==> src/rtl/vertex_feeder.sv <==
// vertex_feeder: front end for an external fixed-latency 4x4 fp16 matrix-vector shader.
//
// A 16-word matrix is loaded row-major into a register bank that drives shd_a. Vertices
// are then streamed through the shader one per cycle. Each accepted vertex is tagged in a
// SHADER_LAT-deep valid shift register, and the matching shd_out is captured into a result
// FIFO exactly SHADER_LAT cycles after the accept. Vertices are only accepted while the
// FIFO has a free slot for every vertex already in flight. A result can therefore never
// overflow, and results leave in accept order.
//
// Parameters
//   SHADER_LAT  shader latency in cycles (1..15)
//   FIFO_DEPTH  result FIFO entries (power of two, >= SHADER_LAT)
//
// Ports
//   clk, rst               clock, synchronous active-high reset
//   load_start             pulse: request a new matrix load (honoured in IDLE and RUN)
//   mat_valid/ready/data   16-bit matrix word stream, element 0 first
//   vin_valid/ready/data   64-bit vertex {w,z,y,x}, x in [15:0]
//   shd_a, shd_b           matrix and vertex presented to the shader
//   shd_out                shader result (4 fp16)
//   vout_valid/ready/data  transformed vertex output (FIFO head)
//   busy                   loading/draining, or results still in flight
//
// Build option
//   VFEED_IDENT_RST_EN  when defined, reset loads the fp16 identity matrix and enters RUN,
//                       so vertices pass through unchanged without a load. Otherwise reset
//                       clears the matrix and enters IDLE.

module vertex_feeder #(
    parameter int unsigned SHADER_LAT = 6,
    parameter int unsigned FIFO_DEPTH = 8
) (
    input  logic         clk,
    input  logic         rst,
    input  logic         load_start,
    input  logic         mat_valid,
    input  logic [15:0]  mat_data,
    output logic         mat_ready,
    input  logic         vin_valid,
    input  logic [63:0]  vin_data,
    output logic         vin_ready,
    output logic [255:0] shd_a,
    output logic [63:0]  shd_b,
    input  logic [63:0]  shd_out,
    output logic         vout_valid,
    output logic [63:0]  vout_data,
    input  logic         vout_ready,
    output logic         busy
);

    // ------------------------------------------------------------------
    // Local parameters
    // ------------------------------------------------------------------
    localparam int unsigned PTR_W = (FIFO_DEPTH > 1) ? $clog2(FIFO_DEPTH) : 1;
    // Wide enough to hold fifo count + in-flight count (each <= FIFO_DEPTH).
    localparam int unsigned CNT_W = PTR_W + 2;

    localparam logic [CNT_W-1:0] DEPTH_C = CNT_W'(FIFO_DEPTH);
    localparam logic [PTR_W-1:0] PTR_MAX = PTR_W'(FIFO_DEPTH - 1);

    localparam logic [1:0] ST_IDLE  = 2'd0;
    localparam logic [1:0] ST_LOAD  = 2'd1;
    localparam logic [1:0] ST_RUN   = 2'd2;
    localparam logic [1:0] ST_DRAIN = 2'd3;

`ifdef VFEED_IDENT_RST_EN
    // Diagonal elements 0, 5, 10, 15 hold 1.0; element 15 sits in the top bits.
    localparam logic [255:0] RST_MAT   = {16'h3C00, 64'h0, 16'h3C00, 64'h0,
                                          16'h3C00, 64'h0, 16'h3C00};
    localparam logic [1:0]   RST_STATE = ST_RUN;
`else
    localparam logic [255:0] RST_MAT   = '0;
    localparam logic [1:0]   RST_STATE = ST_IDLE;
`endif

    // ------------------------------------------------------------------
    // State
    // ------------------------------------------------------------------
    logic [1:0]            state_q, state_d;
    logic [3:0]            word_cnt_q;
    logic [255:0]          mat_q;
    logic [63:0]           shd_b_q;
    logic [SHADER_LAT-1:0] vld_sr_q, vld_sr_d;

    logic [63:0]           fifo_mem [FIFO_DEPTH];
    logic [PTR_W-1:0]      wr_ptr_q, rd_ptr_q;
    logic [CNT_W-1:0]      fifo_cnt_q;

    // ------------------------------------------------------------------
    // Handshakes and status
    // ------------------------------------------------------------------
    logic [CNT_W-1:0] inflight;
    logic             mat_accept;
    logic             vin_accept;
    logic             push;
    logic             pop;

    always_comb begin
        inflight = '0;
        for (int i = 0; i < SHADER_LAT; i++) begin
            inflight = inflight + CNT_W'(vld_sr_q[i]);
        end
    end

    assign mat_ready  = (state_q == ST_LOAD);
    assign mat_accept = mat_valid && mat_ready;

    // Credit check ignores a same-cycle pop. load_start wins over a vertex in RUN.
    assign vin_ready  = (state_q == ST_RUN) && !load_start &&
                        ((fifo_cnt_q + inflight) < DEPTH_C);
    assign vin_accept = vin_valid && vin_ready;

    // Oldest shift-register tap marks the cycle the shader result is valid.
    assign push       = vld_sr_q[SHADER_LAT-1];
    assign vout_valid = (fifo_cnt_q != '0);
    assign pop        = vout_valid && vout_ready;
    assign vout_data  = fifo_mem[rd_ptr_q];

    assign busy  = (state_q == ST_LOAD) || (state_q == ST_DRAIN) || (inflight != '0);
    assign shd_a = mat_q;
    assign shd_b = shd_b_q;

    // ------------------------------------------------------------------
    // Next-state logic
    // ------------------------------------------------------------------
    always_comb begin
        state_d = state_q;
        unique case (state_q)
            ST_IDLE: begin
                if (load_start) state_d = ST_LOAD;
            end
            ST_LOAD: begin
                if (mat_accept && (word_cnt_q == 4'd15)) state_d = ST_RUN;
            end
            ST_RUN: begin
                if (load_start) state_d = ST_DRAIN;
            end
            ST_DRAIN: begin
                // Wait only for the shader pipe; results already in the FIFO stay there.
                if (inflight == '0) state_d = ST_LOAD;
            end
            default: state_d = ST_IDLE;
        endcase
    end

    always_comb begin
        vld_sr_d    = '0;
        vld_sr_d[0] = vin_accept;
        for (int i = 1; i < SHADER_LAT; i++) begin
            vld_sr_d[i] = vld_sr_q[i-1];
        end
    end

    // ------------------------------------------------------------------
    // Control and matrix registers
    // ------------------------------------------------------------------
    always_ff @(posedge clk) begin
        if (rst) begin
            state_q    <= RST_STATE;
            word_cnt_q <= '0;
            mat_q      <= RST_MAT;
            shd_b_q    <= '0;
            vld_sr_q   <= '0;
        end else begin
            state_q  <= state_d;
            vld_sr_q <= vld_sr_d;
            if (mat_accept) begin
                mat_q[{word_cnt_q, 4'b0000} +: 16] <= mat_data;
                word_cnt_q <= word_cnt_q + 4'd1;  // wraps to 0 after the 16th word
            end
            if (vin_accept) begin
                shd_b_q <= vin_data;
            end
        end
    end

    // ------------------------------------------------------------------
    // Result FIFO
    // ------------------------------------------------------------------
    always_ff @(posedge clk) begin
        if (rst) begin
            wr_ptr_q   <= '0;
            rd_ptr_q   <= '0;
            fifo_cnt_q <= '0;
        end else begin
            if (push) begin
                wr_ptr_q <= (wr_ptr_q == PTR_MAX) ? '0 : wr_ptr_q + 1'b1;
            end
            if (pop) begin
                rd_ptr_q <= (rd_ptr_q == PTR_MAX) ? '0 : rd_ptr_q + 1'b1;
            end
            if (push && !pop) begin
                fifo_cnt_q <= fifo_cnt_q + 1'b1;
            end else if (pop && !push) begin
                fifo_cnt_q <= fifo_cnt_q - 1'b1;
            end
        end
    end

    // Data storage needs no reset; the count alone decides what is valid.
    always_ff @(posedge clk) begin
        if (push) begin
            fifo_mem[wr_ptr_q] <= shd_out;
        end
    end

endmodule

==> config.mk <==
export PLATFORM = sky130hd
export DESIGN_NAME = vertex_feeder
export DESIGN_NICKNAME = d
export VERILOG_FILES = /design/src/rtl/vertex_feeder.sv
export SDC_FILE = /design/constraint.sdc
export NUM_CORES = 1
export LEC_CHECK = 0
export CAP_MARGIN = 20
export CORE_UTILIZATION = 48
export DETAILED_ROUTE_END_ITERATION = 16
export PLACE_DENSITY = 0.88
export SETUP_SLACK_MARGIN = 0.3
export SLEW_MARGIN = 20
export SYNTH_ARGS = -nofsm -noshare
export SYNTH_HDL_FRONTEND = slang
export SYNTH_SLANG_ARGS = --single-unit
==> constraint.sdc <==
create_clock -name clk -period 5 [get_ports clk]
set_input_delay 0.75 -clock clk [delete_from_list [all_inputs] [get_ports clk]]
set_output_delay 0.75 -clock clk [all_outputs]
set_load 0.01 [all_outputs]
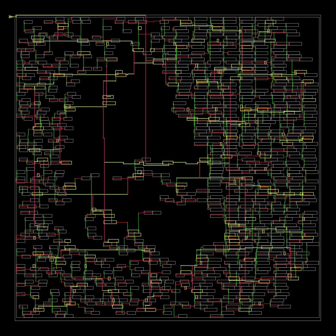
(clock nets)
clk_buf instances: 109
Clk power: 6.81 mW

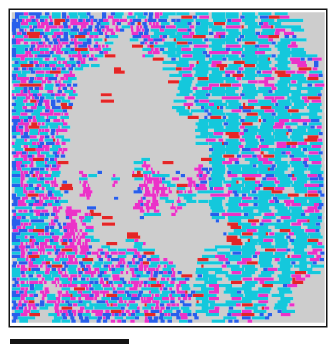
(placement by cell class)
Bar = 100 µm. Fill, decap, tap and diode cells in grey.
- clock drivers and dummy loads: red (cells 160; share of their area 7.3%)
- all other logic: magenta (cells 1129; share of their area 26%)
- flip-flops: cyan (cells 858; share of their area 53%)
- other buffers and delay cells: blue (cells 575; share of their area 14%)

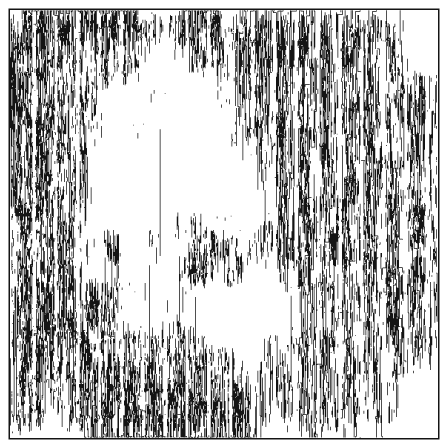
(met2 routing)
- share of all routed wire: 50%
- longest straight run: 116 µm
- nets with wire on the layer: 2646
- wire length on this layer: 44.1 mm

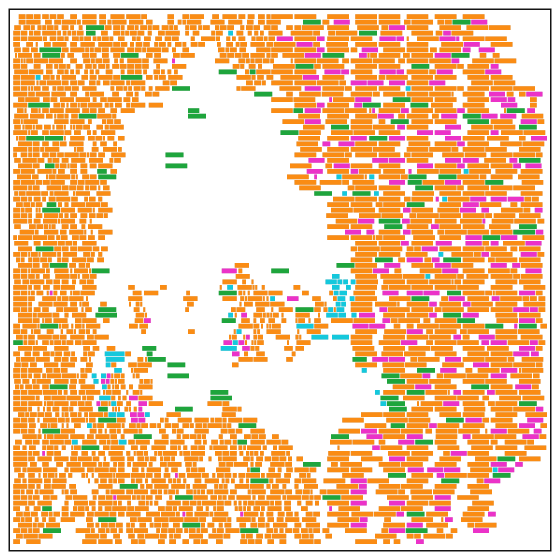
(sizing map)
- drive 1 or less: orange (cells 2313; most used clkdlybuf4s50_1)
- drive 3 to 4: cyan (cells 58; most used buf_4)
- drive 6 and up: green (cells 123; most used clkbuf_16)
- drive 2: magenta (cells 228; most used mux4_2)

-- final cells by class --
class                      count  area [µm²]  share of cell area
sequential                   858       22300               0.520
multi-input combinational   1116       10600               0.247
timing repair buffer         575        5740               0.134
clock buffer                 109        2430              0.0567
tap                          931        1160              0.0271
clock inverter                51         602              0.0140
inverter                      13        48.8             0.00114
antenna                        8        20.0            0.000466
-- worst register-to-register path: stages, from the launching register on --
cell	delay (ns)
dfxtp_2	0.32
fa_1	0.52
inv_1	0.05
fa_1	0.43
inv_1	0.07
ha_1	0.13
inv_1	0.05
fa_1	0.51
inv_1	0.05
ha_1	0.26
a31o_2	0.24
a21oi_2	0.13
buf_4	0.13
buf_4	0.11
mux2i_4	0.34
buf_12	0.35
mux2i_1	0.38
==> impl_metrics.yaml <==
# physical design summary
run_status:
  outcome: "complete, no violations"
pwr:
  p_sw_mw: 4.15
  pg_comb_mw: 2.75
  powerDensity_mw_per_mm2: 403
  p_comb_frac: 0.159
  p_int_mw: 13.2
hold_path:
  min-delay-path-class: "register to register"
  min_delay_path_depth: 2
logic_synthesis:
  ys_sh_aoi: 0.0106
  ys_seq_elements: 858
  async_flop_share: 0
  synth_warnings: 0
  synthMuxAreaShare: 0.202
  synth_area_leader_cell: "edfxtp_1"
  synthAdderAreaFrac: 0.00989
  postSynthCellCount: 2105
cells_and_area:
  layout_top_cell: "clkdlybuf4s50_1"
  nets: 2825
  drive_gt1_frac: 0.150
critical_path:
  worstPathArrival_ns: 4.22
  crit_cells: 15
  crit_required_ns: 4.25
  critPathLaunchType: "register"
  cp_cell_sequence: "fa_1 > inv_1 > fa_1 > inv_1 > ha_1 > inv_1 > fa_1 > inv_1 > ha_1 > a31o_2 > a21oi_2 > buf_4 > mux2_2 > nor3b_2 > buf_4"
  startpoint: "vld_sr_q[0]$_SDFF_PP0_"
  r2r_setup_slack_ns: 0.82
sta:
  timing.setup.tns_ns: 0
  post-route-period-util: 0.994
  layout_setup_ws_ns: 0.0308
routing:
  vias_per_cell: 5.47
  vias: 20000
  drc: 0
clock_network:
  cts_tree: "done"
  cts_setup_buffers: 1
  postCtsHoldBufs: 0
floorplan:
  fp_util: 0.486
  dieArea_mm2: 0.0706
placed_design:
  detailed_place_hpwl_um: 54400
  io_buffers: 537
  gp_congestion: 0.853
global_route:
  grt_pass1_wl_um: 129000
  met1_usage: 0.280
  grt_use_met3: 0.0717
Power and IR drop assume default switching activity.
